## src/rtl/bus_read_control_pkg.sv

```systemverilog
// rtl/bus_read_control_pkg.sv - shared constants, read source type and poll word builder
package bus_read_control_pkg;

    localparam int BUS_W          = 8;
    localparam int LEVEL_W        = 3;
    localparam int POLL_VALID_BIT = 7;
    localparam int POLL_LEVEL_MSB = 2;
    localparam int POLL_LEVEL_LSB = 0;
    localparam int OCW3_POLL_BIT  = 2;

    typedef enum logic [1:0] {
        SRC_POLL,
        SRC_IMR,
        SRC_ISR,
        SRC_IRR
    } read_src_e;

    function automatic logic [BUS_W-1:0] poll_word(input logic valid, input logic [LEVEL_W-1:0] level);
        logic [BUS_W-1:0] word;
        word                                = '0;
        word[POLL_VALID_BIT]                = valid;
        word[POLL_LEVEL_MSB:POLL_LEVEL_LSB] = level;
        return word;
    endfunction

endpackage

```

## src/rtl/bus_read_control_if.sv

```systemverilog
// rtl/bus_read_control_if.sv - CPU read cycle, OCW3/ICW1 strobes and register/data bus signals
interface bus_read_control_if;
    import bus_read_control_pkg::*;

    logic               chip_select_n;
    logic               read_enable_n;
    logic               address;
    logic               write_initial_command_word_1;
    logic               write_operation_control_word_3_registers;
    logic [BUS_W-1:0]   internal_data_bus;
    logic               read_register_isr_or_irr;
    logic [BUS_W-1:0]   interrupt_mask;
    logic [BUS_W-1:0]   interrupt_request_register;
    logic [BUS_W-1:0]   in_service_register;
    logic [BUS_W-1:0]   highest_level_in_request;
    logic [BUS_W-1:0]   data_bus_out;
    logic               data_bus_drive_enable;
    logic               freeze;
    logic [BUS_W-1:0]   poll_set_in_service;

    modport master (
        output chip_select_n, read_enable_n, address,
        output write_initial_command_word_1, write_operation_control_word_3_registers,
        output internal_data_bus, read_register_isr_or_irr,
        output interrupt_mask, interrupt_request_register, in_service_register,
        output highest_level_in_request,
        input  data_bus_out, data_bus_drive_enable, freeze, poll_set_in_service
    );

    modport slave (
        input  chip_select_n, read_enable_n, address,
        input  write_initial_command_word_1, write_operation_control_word_3_registers,
        input  internal_data_bus, read_register_isr_or_irr,
        input  interrupt_mask, interrupt_request_register, in_service_register,
        input  highest_level_in_request,
        output data_bus_out, data_bus_drive_enable, freeze, poll_set_in_service
    );

endinterface

```

## src/rtl/bus_read_control_one_hot_to_index.sv

```systemverilog
// rtl/bus_read_control_one_hot_to_index.sv - one-hot to binary index, lowest set bit wins, 0 for none
module one_hot_to_index
    import bus_read_control_pkg::*;
(
    input  logic [BUS_W-1:0]   one_hot,
    output logic [LEVEL_W-1:0] index
);

    always_comb begin
        index = '0;
        for (int i = BUS_W - 1; i >= 0; i--) begin
            if (one_hot[i]) begin
                index = LEVEL_W'(i);
            end
        end
    end

endmodule

```

## src/rtl/bus_read_control.sv

```systemverilog
// rtl/bus_read_control.sv - read-side data selection, poll handling and freeze for the interrupt controller
module bus_read_control
    import bus_read_control_pkg::*;
(
    input  logic               clock,
    input  logic               reset_n,
    bus_read_control_if.slave  bus
);

    logic               read_active;
    logic               read_start;
    logic               read_end;
    logic               ocw3_poll;
    logic               unused_bus_bits;
    logic [LEVEL_W-1:0] poll_level;
    read_src_e          src;

    logic               read_active_q, read_active_d;
    logic               poll_armed_q, poll_armed_d;
    logic [BUS_W-1:0]   data_q, data_d;
    logic               drive_q, drive_d;
    logic               freeze_q, freeze_d;
    logic [BUS_W-1:0]   set_isr_q, set_isr_d;

    assign read_active     = !bus.chip_select_n && !bus.read_enable_n;
    assign read_start      = read_active && !read_active_q;
    assign read_end        = !read_active && read_active_q;
    assign ocw3_poll       = bus.write_operation_control_word_3_registers
                             && bus.internal_data_bus[OCW3_POLL_BIT];
    assign unused_bus_bits = ^bus.internal_data_bus;

    one_hot_to_index u_level_index (
        .one_hot (bus.highest_level_in_request),
        .index   (poll_level)
    );

    always_comb begin
        if (poll_armed_q) begin
            src = SRC_POLL;
        end else if (bus.address) begin
            src = SRC_IMR;
        end else if (bus.read_register_isr_or_irr) begin
            src = SRC_ISR;
        end else begin
            src = SRC_IRR;
        end
    end

    always_comb begin
        read_active_d = read_active;
        drive_d       = read_active;
        data_d        = data_q;
        freeze_d      = freeze_q;
        set_isr_d     = '0;
        poll_armed_d  = poll_armed_q;

        if (read_start) begin
            case (src)
                SRC_POLL: data_d = poll_word(|bus.highest_level_in_request, poll_level);
                SRC_IMR:  data_d = bus.interrupt_mask;
                SRC_ISR:  data_d = bus.in_service_register;
                default:  data_d = bus.interrupt_request_register;
            endcase
            freeze_d = poll_armed_q;
            if (poll_armed_q) begin
                set_isr_d = bus.highest_level_in_request;
            end
        end else if (read_end) begin
            data_d   = '0;
            freeze_d = 1'b0;
        end

        // The poll read consumes the armed flag at its start, so an OCW3 poll
        // written while that read is still in progress arms the following read.
        if (bus.write_initial_command_word_1) begin
            poll_armed_d = 1'b0;
        end else if (read_start && poll_armed_q) begin
            poll_armed_d = 1'b0;
        end else if (ocw3_poll) begin
            poll_armed_d = 1'b1;
        end
    end

    always_ff @(posedge clock or negedge reset_n) begin
        if (!reset_n) begin
            read_active_q <= 1'b0;
            poll_armed_q  <= 1'b0;
            data_q        <= '0;
            drive_q       <= 1'b0;
            freeze_q      <= 1'b0;
            set_isr_q     <= '0;
        end else begin
            read_active_q <= read_active_d;
            poll_armed_q  <= poll_armed_d;
            data_q        <= data_d;
            drive_q       <= drive_d;
            freeze_q      <= freeze_d;
            set_isr_q     <= set_isr_d;
        end
    end

    assign bus.data_bus_out          = data_q;
    assign bus.data_bus_drive_enable = drive_q;
    assign bus.freeze                = freeze_q;
    assign bus.poll_set_in_service   = set_isr_q;

endmodule

```

## src/flat_wrapper.sv

```systemverilog
// flat-port wrapper written by rule: the top's interface ports become plain ports
module bus_read_control_flat import bus_read_control_pkg::*;
  (clock, reset_n, bus_chip_select_n, bus_read_enable_n, bus_address, bus_write_initial_command_word_1, bus_write_operation_control_word_3_registers, bus_internal_data_bus, bus_read_register_isr_or_irr, bus_interrupt_mask, bus_interrupt_request_register, bus_in_service_register, bus_highest_level_in_request, bus_data_bus_out, bus_data_bus_drive_enable, bus_freeze, bus_poll_set_in_service);
  bus_read_control_if bus_i ();
  input  logic clock;
  input  logic reset_n;
  input wire logic [$bits(bus_i.chip_select_n)-1:0] bus_chip_select_n;
  input wire logic [$bits(bus_i.read_enable_n)-1:0] bus_read_enable_n;
  input wire logic [$bits(bus_i.address)-1:0] bus_address;
  input wire logic [$bits(bus_i.write_initial_command_word_1)-1:0] bus_write_initial_command_word_1;
  input wire logic [$bits(bus_i.write_operation_control_word_3_registers)-1:0] bus_write_operation_control_word_3_registers;
  input wire logic [$bits(bus_i.internal_data_bus)-1:0] bus_internal_data_bus;
  input wire logic [$bits(bus_i.read_register_isr_or_irr)-1:0] bus_read_register_isr_or_irr;
  input wire logic [$bits(bus_i.interrupt_mask)-1:0] bus_interrupt_mask;
  input wire logic [$bits(bus_i.interrupt_request_register)-1:0] bus_interrupt_request_register;
  input wire logic [$bits(bus_i.in_service_register)-1:0] bus_in_service_register;
  input wire logic [$bits(bus_i.highest_level_in_request)-1:0] bus_highest_level_in_request;
  output wire logic [$bits(bus_i.data_bus_out)-1:0] bus_data_bus_out;
  output wire logic [$bits(bus_i.data_bus_drive_enable)-1:0] bus_data_bus_drive_enable;
  output wire logic [$bits(bus_i.freeze)-1:0] bus_freeze;
  output wire logic [$bits(bus_i.poll_set_in_service)-1:0] bus_poll_set_in_service;
  assign bus_i.chip_select_n = bus_chip_select_n;
  assign bus_i.read_enable_n = bus_read_enable_n;
  assign bus_i.address = bus_address;
  assign bus_i.write_initial_command_word_1 = bus_write_initial_command_word_1;
  assign bus_i.write_operation_control_word_3_registers = bus_write_operation_control_word_3_registers;
  assign bus_i.internal_data_bus = bus_internal_data_bus;
  assign bus_i.read_register_isr_or_irr = bus_read_register_isr_or_irr;
  assign bus_i.interrupt_mask = bus_interrupt_mask;
  assign bus_i.interrupt_request_register = bus_interrupt_request_register;
  assign bus_i.in_service_register = bus_in_service_register;
  assign bus_i.highest_level_in_request = bus_highest_level_in_request;
  assign bus_data_bus_out = bus_i.data_bus_out;
  assign bus_data_bus_drive_enable = bus_i.data_bus_drive_enable;
  assign bus_freeze = bus_i.freeze;
  assign bus_poll_set_in_service = bus_i.poll_set_in_service;
  bus_read_control u_core (.clock(clock), .reset_n(reset_n), .bus(bus_i));
endmodule
```

## config.mk

```make
export PLATFORM = sky130hd
export DESIGN_NAME = bus_read_control_flat
export DESIGN_NICKNAME = d
export VERILOG_FILES = /design/src/rtl/bus_read_control_pkg.sv /design/src/rtl/bus_read_control_if.sv /design/src/rtl/bus_read_control_one_hot_to_index.sv /design/src/rtl/bus_read_control.sv /design/src/flat_wrapper.sv
export SDC_FILE = /design/constraint.sdc
export NUM_CORES = 1
export LEC_CHECK = 0
export ABC_AREA = 1
export ABC_CLOCK_PERIOD_IN_PS = 1400
export CELL_PAD_IN_SITES_DETAIL_PLACEMENT = 0
export CELL_PAD_IN_SITES_GLOBAL_PLACEMENT = 1
export CORE_UTILIZATION = 23
export DETAILED_ROUTE_END_ITERATION = 8
export GPL_ROUTABILITY_DRIVEN = 0
export PLACE_DENSITY_LB_ADDON = 0.1
export SETUP_SLACK_MARGIN = 0.2
export SLEW_MARGIN = 20
export SYNTH_ARGS = -nofsm -noshare
export SYNTH_HDL_FRONTEND = slang
export SYNTH_SLANG_ARGS = --single-unit
```

## constraint.sdc

```tcl
create_clock -name clock -period 1.4 [get_ports clock]
set_input_delay 0.28 -clock clock [delete_from_list [all_inputs] [get_ports clock]]
set_output_delay 0.28 -clock clock [all_outputs]
set_load 0.1 [all_outputs]
```

### Port wiring, run 1

Drawn at 4 px/um.
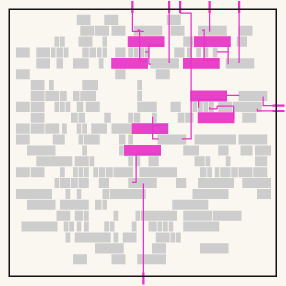
bus_data_bus_out: shown in magenta, direction output, end cells 8, buffers 8, wire 194 um.
count of input and output buffers: 58
ports placed on the boundary: 66

### I/O pins on the die edge, run 1

Drawn at 8 px/um. Pins as bars across the die edge, other pins in gray.
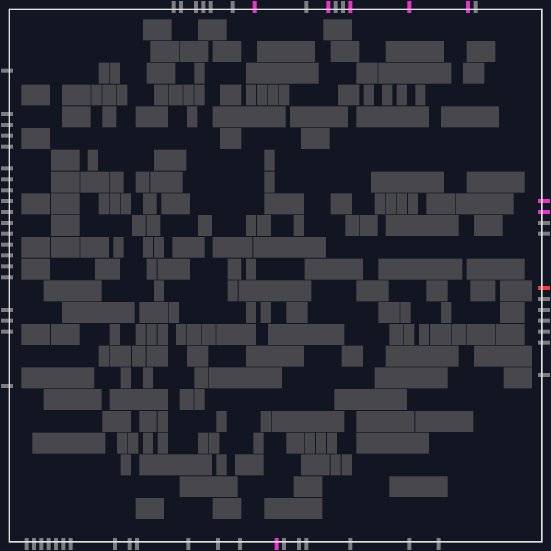
bus_data_bus_out: shown in magenta, pins 8, direction output, edge 5 top, 2 right, 1 bottom. bus_chip_select_n: shown in red, pins 1, direction input, edge right.
vertical die dimension: 66.4 um
Die W: 66.4 um

==> impl_metrics.py, run 1 <==
# Synthesis and PnR figures
metrics = {
    "run_status": {
        "run_status": "complete, no violations",
    },
    "cts": {
        "clock_path_buffers": 2,
        "ctsHtreeMaxLevel": 1,
        "cts-buffers-inserted": 3,
        "tritoncts_clock_tree": "yes",
        "post_cts_resized": 11,
        "cts_num_sinks": 19,
        "cts-root-buf": "clkbuf_8",
        "clk-insertion-delay-late_ns": 0.25,
        "clk_pin_slew_ns": 0.07,
        "hold_buffer_count_at_cts": 0,
    },
    "final_layout": {
        "seqAreaFraction_pct": 24.7,
        "comb_area_share_pct": 23.7,
        "num-nonclk-inverters": 15,
        "layout.comb_gates.multi_input": 89,
        "final-comb-area_um2": 460,
        "layout.area.seq_um2": 480,
        "drive_gt1_share_pct": 24.1,
        "flops": 19,
        "final_cell_area_excluding_filler_cells_mm2": 0.00194,
        "area.growth.synth_to_final_pct": 104,
        "finish.utilization_pct": 48.6,
        "layout.clock_buffers": 4,
        "fillers": 381,
        "diodes": 0,
        "final_cells": 245,
        "layout.cells.largest_class": "buffers",
        "nets_finish": 245,
        "layout_top_cells": "42 x nand2_1, 37 x clkdlybuf4s50_1, 18 x buf_12, 17 x dfrtp_1, 11 x inv_1",
        "clkCellAreaFrac_pct": 2.32,
        "buf_share_pct": 43.2,
    },
    "pwr": {
        "pwr_per_cell_area_mw_per_mm2": 795,
        "power_w": 0.00155,
        "pwr-share-comb_pct": 36.5,
        "netSwitchingPower_w": 0.000514,
        "power.combinational.total_w": 0.000564,
        "p_sw_share_pct": 33.3,
        "seq_power_w": 0.000604,
        "int_pwr_w": 0.00103,
        "seq_pwr_share_pct": 39.1,
        "peakVddDrop_mv": 0.345,
        "power.clock.fraction_pct": 24.4,
        "p_clk_w": 0.000378,
        "largestPowerGroup": "registers",
    },
    "setup_path": {
        "critPathBufInv": 2,
        "number_of_cell_instances_on_the_worst_register_to_register_path": 7,
        "end_kind": "flip-flop",
        "crit_path_start_kind": "flip-flop",
        "worst_r2r_endpoint": "u_core.bus.data_bus_out[0]",
        "critPathKind": "flip-flop to flip-flop",
        "timing.critical_path.mode_cell": "nand2_1",
        "ff2ff_setup_slack_ns": 0.16,
        "worstSetupStartpoint": "u_core.read_active_q",
        "crit_path_leading_delay_family": "flip-flops",
        "timing.critical_path.arrival_ns": 1.43,
        "worstReg2RegStart": "u_core.read_active_q",
        "crit_path_cell_trace": "inv_2 > ha_4 > nor2_4 > o21ai_1 > inv_1 > nand2_1 > nand2_1",
        "critical_path.max_fanout": 8,
        "crit_path_end": "u_core.bus.data_bus_out[0]",
        "cp.depth": 7,
        "critPathSlowestCell": "dfrtp_4",
        "slowest_delay_ns": 0.49,
    },
    "placement": {
        "place.detailed.instances": 239,
        "placement.cell_area_mm2": 0.00186,
        "placed_wire_length_estimate_after_detailed_placement_mm": 2.19,
    },
    "synth": {
        "mux_area_share_pct": 0,
        "count_of_synthesis_stage_warnings_from_yosys": 0,
        "synthesis.nets": 173,
        "instance_count_of_the_mapped_netlist": 124,
        "netlist-cell-type-count": 18,
        "post_synth.cell_area_avg_um2": 7.69,
        "synth_adder_area_share_pct": 1.31,
        "yosys.area_share.xor_xnor_pct": 0,
        "area_of_the_synthesized_netlist_per_yosys_stat_um2": 953,
        "synth.top_cells.by_area": "dfrtp_1 50%, nand2_1 17%, inv_1 5.5%",
        "post_synth_instance_area_um2": 953,
        "synth_seq_share_pct": 49.9,
        "logic_family": "simple AND/OR/NAND/NOR gates",
        "ys_seq_elements": 19,
        "post_synthesis_simple_gate_area_fraction_pct": 31.2,
        "synth_stat.cells": 124,
        "synth.largest_area_cell": "dfrtp_1",
        "synth-compound-area-share_pct": 11.3,
    },
    "hold_path": {
        "min-delay-path-class": "input pin to asynchronous set/reset pin",
    },
    "drt": {
        "route.antenna.remaining_nets": 0,
        "drt-pass1-iter-count": 4,
        "drt_iter0_drc": 35,
    },
    "global_routing": {
        "grt_first_pass_wirelength_mm": 4.64,
        "number_of_global_route_vias_before_repair": 1024,
        "antenna_violations_before_repair": 0,
        "grt_start_max_net_pins": 20,
    },
    "final_timing": {
        "holdWs_ns": 0.366,
        "fmax_ghz": 0.807,
        "finalSetupViolations": 0,
        "timing.final.hold_violations": 0,
        "setup_tns_ns": 0,
        "timing_max_transition_violations_final": 0,
        "final_critical_path_setup_slack_ns": 0.160,
        "rsz_0062_raised_after_global_routing": "yes",
        "timing.clock.skew_ns": 0.00252,
        "final_min_period_over_clock_period_pct": 88.5,
        "fin_crit_ns": 1.24,
    },
    "floorplan": {
        "core_region_area_mm2": 0.00400,
        "effective_utilization_at_floorplan_pct": 23.8,
        "tapcells_inserted": 50,
        "rows": 23,
        "die-area_mm2": 0.00441,
    },
    "job": {
        "stage_log_warnings": 36,
        "max_cap_viol_count": 0,
    },
}
### Met2 routing, run 1

Drawn at 8 px/um.
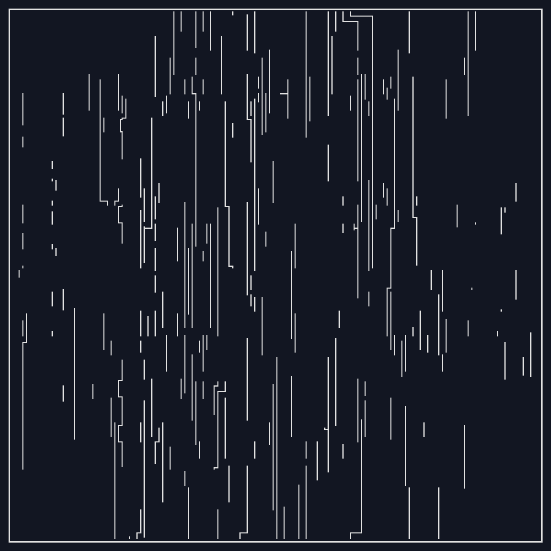
174 nets have wire on it. The longest straight run is 31.4 um. The layer carries 1180 um of wire.
met2 capacity usage during global routing: 21.6%
aggregate routed wire length: 2.68 mm

### Signal wires by layer, run 1

Drawn at 4 px/um. Two of the layers only.
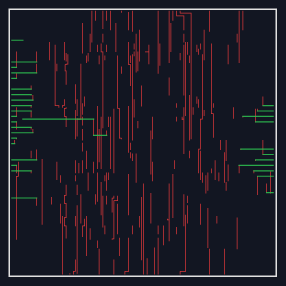
met2: shown in red, wire length 1180 um. met3: shown in green, wire length 148 um.
routed wirelength normalized by instance count: 10.9 um
via count of the routed design: 997
global-route total usage across every layer: 14.1%

run 1: synth_stat cells:
| cell | count |
|---|---|
| a21oi_1 | 1 |
| clkbuf_1 | 1 |
| dfrtp_1 | 19 |
| ha_1 | 1 |
| inv_1 | 14 |
| inv_2 | 1 |
| nand2_1 | 42 |
| nand2_4 | 1 |
| nand3_1 | 7 |
| nor2_1 | 14 |
| nor2_2 | 1 |
| nor2_4 | 1 |
| nor3_2 | 1 |
| nor3b_1 | 1 |
| o211ai_1 | 5 |
| o21ai_0 | 9 |
| o21ai_1 | 4 |
| or2_1 | 1 |
run 1: metal layers:
metal | vias up | global-route usage, % | routed length, um
met3 | 2 | 2.41 | 147
met1 | 428 | 19.6 | 1330
met4 | 0 | 5.05 | 19
li1 | 534 | - | -
met2 | 33 | 21.6 | 1180
met5 | - | 0 | 0
### Placed standard cells, run 1

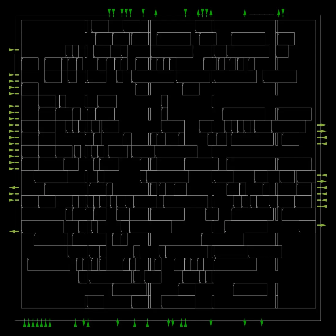

==> run 1 -> run 2 <==
--- a/config.mk
+++ b/config.mk
@@ -18,3 +18,4 @@
 export SYNTH_ARGS = -nofsm -noshare
 export SYNTH_HDL_FRONTEND = slang
 export SYNTH_SLANG_ARGS = --single-unit
+export TNS_END_PERCENT = 50
### Placed standard cells, run 2

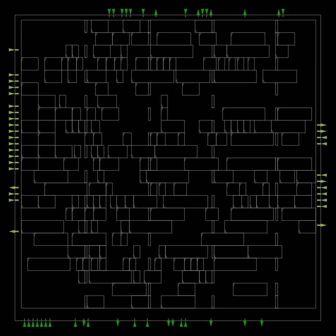
layout sequential cell count: 19
utilization after layout: 48.5%
fill count: 386
fraction of area in registers: 24.8%

==> impl_metrics.py, run 2 <==
# Synthesis and PnR figures
metrics = {
    "synth": {
        "netlist-cell-type-count": 18,
        "post_synth_instance_area_um2": 953,
        "top_cell": "nand2_1",
        "async_set_or_reset_flop_fraction_in_the_synthesized_netlist_pct": 100,
        "synth.top_cells.by_area": "dfrtp_1 50%, nand2_1 17%, inv_1 5.5%",
        "ys_seq_elements": 19,
        "synthesis.nets": 173,
        "area_of_the_synthesized_netlist_per_yosys_stat_um2": 953,
        "postSynth.topFlopCell": "dfrtp_1",
        "count_of_synthesis_stage_warnings_from_yosys": 0,
        "synth.largest_area_cell": "dfrtp_1",
        "synth_seq_share_pct": 49.9,
        "ys_top_cells_by_count": "42 x nand2_1, 19 x dfrtp_1, 14 x inv_1, 14 x nor2_1, 9 x o21ai_0",
        "instance_count_of_the_mapped_netlist": 124,
        "top_area_share_pct": 49.9,
        "synth-edff-count": 0,
        "synth_stat.cells": 124,
        "post_synth.cell_area_avg_um2": 7.69,
    },
    "final_layout": {
        "nets_finish": 245,
        "area.growth.synth_to_final_pct": 104,
        "final_cell_area_excluding_filler_cells_mm2": 0.00194,
        "drive_gt1_share_pct": 24.1,
        "diodes": 0,
        "layout_top_cells": "42 x nand2_1, 37 x clkdlybuf4s50_1, 18 x buf_12, 17 x dfrtp_1, 11 x inv_1",
        "final_cells": 245,
        "final_common_cell": "nand2_1",
    },
    "drt": {
        "routedWlPerCell_um": 11.0,
        "routed_via_density": 4.11,
        "postRouteWirelength_mm": 2.69,
        "drt_iter0_drc": 25,
        "route.vias.total": 1006,
        "drt-pass1-iter-count": 4,
        "route.antenna.remaining_nets": 0,
        "post-route-drc-count": 0,
    },
    "setup_path": {
        "timing.critical_path.arrival_ns": 1.43,
        "critPathSlowestCell": "dfrtp_4",
        "crit_path_start_kind": "flip-flop",
        "ff2ff_setup_slack_ns": 0.16,
        "worst_r2r_endpoint": "u_core.bus.data_bus_out[0]",
        "timing.critical_path.mode_cell": "nand2_1",
        "crit_path_cell_trace": "inv_2 > ha_4 > nor2_4 > o21ai_1 > inv_1 > nand2_1 > nand2_1",
        "crit_path_leading_delay_family": "flip-flops",
        "worstSetupStartpoint": "u_core.read_active_q",
        "number_of_cell_instances_on_the_worst_register_to_register_path": 7,
        "critical_path.max_fanout": 8,
        "timing.critical_path.required_ns": 1.59,
        "cp.depth": 7,
        "slowest_delay_ns": 0.49,
        "end_kind": "flip-flop",
        "critPathKind": "flip-flop to flip-flop",
        "worstReg2RegStart": "u_core.read_active_q",
        "critPathBufInv": 2,
        "crit_path_end": "u_core.bus.data_bus_out[0]",
    },
    "final_timing": {
        "final_critical_path_setup_slack_ns": 0.160,
        "finalSetupViolations": 0,
        "rsz_0062_raised_after_global_routing": "yes",
        "worst_slew_margin_rel_pct": 83.4,
        "setup_tns_ns": 0,
        "worstMarginPinSlew_ns": 0.249,
        "fmax_ghz": 0.807,
        "timing.clock.skew_ns": 0.00270,
        "holdWs_ns": 0.367,
        "timing.final.hold_violations": 0,
        "fin_crit_ns": 1.24,
        "timing_max_transition_violations_final": 0,
        "final_min_period_over_clock_period_pct": 88.6,
    },
    "placement": {
        "io_buffer_count": 58,
        "place.detailed.instances": 239,
        "placed_wire_length_estimate_after_detailed_placement_mm": 2.19,
        "placement.cell_area_mm2": 0.00186,
        "preCtsSetupSlack_ns": -0.299,
    },
    "floorplan": {
        "die-area_mm2": 0.00441,
        "core_region_area_mm2": 0.00400,
        "boundaryPins": 66,
        "chipWidth_um": 66.4,
        "rows": 23,
        "effective_utilization_at_floorplan_pct": 23.8,
        "die_height_um": 66.4,
    },
    "global_routing": {
        "grt_overflow": 0,
        "grt_util_met2_pct": 21.6,
        "global_route.peak_usage_layer": "met2",
        "globalRouteMet1Util_pct": 19.6,
        "number_of_global_route_vias_before_repair": 1024,
        "grt_first_pass_wirelength_mm": 4.64,
        "grt_usage_pct": 14.1,
        "grtUsageMet3_pct": 2.41,
        "grt_start_max_net_pins": 20,
        "antenna_violations_before_repair": 0,
    },
    "pwr": {
        "power.combinational.total_w": 0.000562,
        "netSwitchingPower_w": 0.000514,
        "power_w": 0.00154,
        "p_sw_share_pct": 33.3,
        "power.clock.fraction_pct": 24.5,
        "total_leakage_power_nw": 0.920,
        "pwr_per_cell_area_mw_per_mm2": 795,
        "seq_power_w": 0.000604,
        "p_clk_w": 0.000378,
        "pwr-share-comb_pct": 36.4,
        "largestPowerGroup": "registers",
        "int_pwr_w": 0.00103,
        "peakVddDrop_mv": 0.345,
        "seq_pwr_share_pct": 39.1,
    },
    "run_status": {
        "run_status": "complete, no violations",
    },
    "job": {
        "stage_log_warnings": 36,
        "max_cap_viol_count": 0,
    },
    "cts": {
        "clk-insertion-delay-late_ns": 0.25,
        "ctsHtreeMaxLevel": 1,
        "hold_buffer_count_at_cts": 0,
        "clk_pin_slew_ns": 0.07,
        "cts-root-buf": "clkbuf_8",
        "clock_path_buffers": 2,
        "cts-buffers-inserted": 3,
        "tritoncts_clock_tree": "yes",
        "cts_num_sinks": 19,
    },
    "hold_path": {
        "min-delay-path-class": "input pin to asynchronous set/reset pin",
    },
}
### Signal wires by layer, run 2

Drawn at 4 px/um. Two of the layers only.
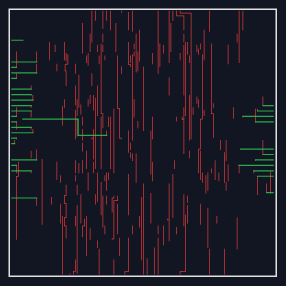
met3: shown in green, wire length 152 um. met2: shown in red, wire length 1170 um.

run 2: cell families (layout without fill, tap and decap cells):
logic type,after synthesis,in the layout,synth area share [%]
DFF,19,19,49.9
buffers and inverters,16,87,6.30
and+or+nand+nor,69,69,31.2
AOI/OAI and AO/OA,19,19,11.3
adders and majority gates,1,1,1.31
run 2: cell type report:
type / instances / area, um2
Fill cell: 386 / 2060
Clock buffer: 4 / 45.0
Timing Repair Buffer: 68 / 836
Inverter: 15 / 56.3
Multi-Input combinational cell: 89 / 460
Tap cell: 50 / 62.6
Sequential cell: 19 / 480
run 2: repair_timing:
action	in CTS	in global routing
resized	11	5
setup endpoints to repair	19	10
pin swaps	14	3
setup buffers	1	1
run 2: per-layer routing:
metal  share of wire, %  routed length, um
met5                  0                  0
met4               0.71                 19
met3                5.6                151
met2                 44               1170
met1                 50               1340
==> run 2 -> run 3 <==
--- a/config.mk
+++ b/config.mk
@@ -9,12 +9,12 @@
 export ABC_CLOCK_PERIOD_IN_PS = 1400
 export CELL_PAD_IN_SITES_DETAIL_PLACEMENT = 0
 export CELL_PAD_IN_SITES_GLOBAL_PLACEMENT = 1
+export CORE_MARGIN = 3
 export CORE_UTILIZATION = 23
 export DETAILED_ROUTE_END_ITERATION = 8
 export GPL_ROUTABILITY_DRIVEN = 0
 export PLACE_DENSITY_LB_ADDON = 0.1
 export SETUP_SLACK_MARGIN = 0.2
-export SLEW_MARGIN = 20
 export SYNTH_ARGS = -nofsm -noshare
 export SYNTH_HDL_FRONTEND = slang
 export SYNTH_SLANG_ARGS = --single-unit
==> constraint.sdc (replaced) <==
create_clock -name clock -period 1.4 [get_ports clock]
set_input_delay 0.35 -clock clock [delete_from_list [all_inputs] [get_ports clock]]
set_output_delay 0.35 -clock clock [all_outputs]
set_load 0.1 [all_outputs]
### I/O pins on the die edge, run 3

Drawn at 6 px/um. Pins as bars across the die edge, other pins in gray.
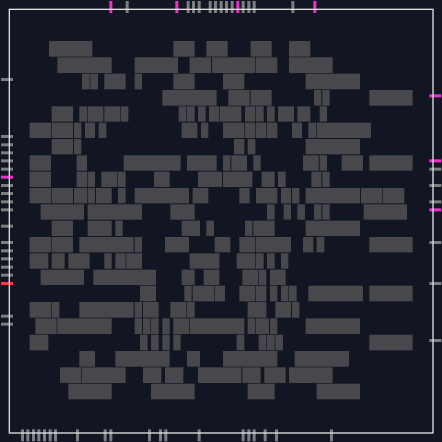
Die W: 70.4 um
vertical die dimension: 70.4 um

### Placed standard cells, run 3

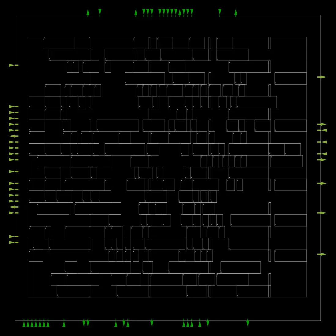
utilization after layout: 52.6%
fill count: 352
tapcells inserted: 48

==> impl_metrics.py, run 3 <==
# Synthesis and PnR figures
metrics = {
    "placement": {
        "io_buffer_count": 58,
        "preCtsSetupSlack_ns": -0.361,
        "placement.cell_area_mm2": 0.00193,
        "placed_wire_length_estimate_after_detailed_placement_mm": 2.34,
    },
    "drt": {
        "drt-pass1-iter-count": 4,
        "m1WireLength_mm": 1.25,
        "postRouteWirelength_mm": 2.91,
        "wl_met2_mm": 1.45,
        "route.met3.wl_um": 187,
        "route.vias.total": 1067,
        "dr.max_layer_used": "met4",
        "post-route-drc-count": 0,
        "route.antenna.remaining_nets": 0,
        "drt_iter0_drc": 17,
        "routed_via_density": 4.23,
        "routedWlPerCell_um": 11.5,
    },
    "global_routing": {
        "grt_start_max_net_pins": 20,
        "grt_first_pass_wirelength_mm": 4.82,
        "antenna_violations_before_repair": 1,
        "grt_overflow": 0,
        "globalRouteMet1Util_pct": 16.9,
        "grtUsageMet3_pct": 3.31,
        "global_route.peak_usage_layer": "met2",
        "number_of_global_route_vias_before_repair": 1054,
        "grt_usage_pct": 12.1,
    },
    "final_timing": {
        "timing.final.hold_violations": 0,
        "worst_slew_margin_rel_pct": 83.2,
        "rsz_0062_raised_after_global_routing": "yes",
        "finalSetupViolations": 0,
        "timing.clock.skew_ns": 0.00193,
        "final_min_period_over_clock_period_pct": 91.8,
        "holdWs_ns": 0.390,
        "timing_max_transition_violations_final": 0,
        "worstMarginPinSlew_ns": 0.251,
        "setup_tns_ns": 0,
        "final_critical_path_setup_slack_ns": 0.115,
        "fmax_ghz": 0.778,
    },
    "job": {
        "stage_log_warnings": 36,
        "max_cap_viol_count": 0,
    },
    "cts": {
        "cts-buffers-inserted": 3,
        "post_cts.repair.setup_buffers": 0,
        "tritoncts_clock_tree": "yes",
        "clock_path_buffers": 2,
        "cts-root-buf": "clkbuf_8",
        "post_cts_resized": 14,
        "cts_num_sinks": 19,
        "hold_buffer_count_at_cts": 0,
        "ctsHtreeMaxLevel": 1,
        "clk_pin_slew_ns": 0.07,
    },
    "synth": {
        "mux_area_share_pct": 0,
        "ys_seq_elements": 19,
        "postSynth.topFlopCell": "dfrtp_1",
        "async_set_or_reset_flop_fraction_in_the_synthesized_netlist_pct": 100,
        "synthesis.nets": 173,
        "synth.largest_area_cell": "dfrtp_1",
        "count_of_synthesis_stage_warnings_from_yosys": 0,
        "post_synthesis_simple_gate_area_fraction_pct": 31.2,
        "yosys.area_share.xor_xnor_pct": 0,
        "area_of_the_synthesized_netlist_per_yosys_stat_um2": 953,
        "netlist-cell-type-count": 18,
        "top_area_share_pct": 49.9,
        "synth-compound-area-share_pct": 11.3,
        "logic_family": "simple AND/OR/NAND/NOR gates",
        "synth_adder_area_share_pct": 1.31,
        "top_cell": "nand2_1",
        "synth.top_cells.by_area": "dfrtp_1 50%, nand2_1 17%, inv_1 5.5%",
        "post_synth.cell_area_avg_um2": 7.69,
        "synth_stat.cells": 124,
        "synth_seq_share_pct": 49.9,
        "ys_top_cells_by_count": "42 x nand2_1, 19 x dfrtp_1, 14 x inv_1, 14 x nor2_1, 9 x o21ai_0",
        "synth-edff-count": 0,
        "instance_count_of_the_mapped_netlist": 124,
        "post_synth_instance_area_um2": 953,
    },
    "setup_path": {
        "timing.critical_path.arrival_ns": 1.43,
        "worstReg2RegStart": "u_core.read_active_q",
        "crit_path_leading_delay_family": "buffers and inverters",
        "end_kind": "flip-flop",
        "crit_path_end": "u_core.bus.data_bus_out[0]",
        "number_of_cell_instances_on_the_worst_register_to_register_path": 7,
        "timing.critical_path.mode_cell": "nand2_1",
        "cp.depth": 11,
        "critPathBufInv": 3,
        "worst_r2r_endpoint": "u_core.bus.data_bus_out[0]",
        "slowest_delay_ns": 0.47,
        "ff2ff_setup_slack_ns": 0.13,
        "critPathKind": "input pin to flip-flop",
        "worstSetupStartpoint": "bus_highest_level_in_request[4]",
        "critical_path.max_fanout": 3,
        "critPathSlowestCell": "clkdlybuf4s50_1",
    },
    "pwr": {
        "p_clk_w": 0.000383,
        "power.clock.fraction_pct": 24.5,
        "int_pwr_w": 0.00104,
        "power_w": 0.00156,
        "pwr_per_cell_area_mw_per_mm2": 776,
        "netSwitchingPower_w": 0.000524,
        "total_leakage_power_nw": 0.974,
        "p_sw_share_pct": 33.5,
        "seq_power_w": 0.000604,
        "largestPowerGroup": "registers",
        "pwr-share-comb_pct": 36.9,
    },
    "floorplan": {
        "boundaryPins": 66,
        "rows": 22,
        "effective_utilization_at_floorplan_pct": 24.9,
        "die-area_mm2": 0.00495,
        "core_region_area_mm2": 0.00383,
    },
    "final_layout": {
        "signal_buffers": 76,
        "final_cells": 252,
        "clkCellAreaFrac_pct": 2.24,
        "layout.cells.largest_class": "buffers",
        "num-nonclk-inverters": 15,
        "seqAreaFraction_pct": 23.9,
        "comb_area_share_pct": 23.5,
        "layout.comb_gates.multi_input": 89,
        "layout_top_cells": "41 x nand2_1, 32 x clkdlybuf4s50_1, 18 x buf_12, 17 x buf_4, 17 x dfrtp_1",
        "layout.area.seq_um2": 480,
        "final_cell_area_excluding_filler_cells_mm2": 0.00201,
        "flops": 19,
        "buf_share_pct": 44.4,
        "layout.clock_buffers": 4,
        "drive_gt1_share_pct": 29.6,
        "nets_finish": 253,
        "area.growth.synth_to_final_pct": 111,
    },
    "run_status": {
        "run_status": "complete, no violations",
    },
    "hold_path": {
        "min-delay-path-class": "input pin to flip-flop",
    },
}
[run 3: netlist changes by cell type in the layout (fill, tap and decap cells not counted), sizes merged]
cell           previous run  this run
diode                     0         1
buf                      28        36
clkdlybuf4s50            37        32
dlygate4sd2               3         7
dlymetal6s2s              0         1
[run 3: worst min-delay path by stage]
stage	from	endpoint	slack [ns]
2_1_floorplan	reset_n	u_core.bus.data_bus_out[0]	0.05
3_3_place_gp	u_core.bus.data_bus_out[7]	u_core.bus.data_bus_out[7]	0.52
3_5_place_dp	u_core.bus.data_bus_out[1]	u_core.bus.data_bus_out[1]	0.52
4_1_cts	bus_read_enable_n	u_core.read_active_q	0.38
5_1_grt	bus_read_enable_n	u_core.read_active_q	0.40
6_report	bus_read_enable_n	u_core.read_active_q	0.39
Power figures rest on the tool's default switching activity, not on a simulated workload.
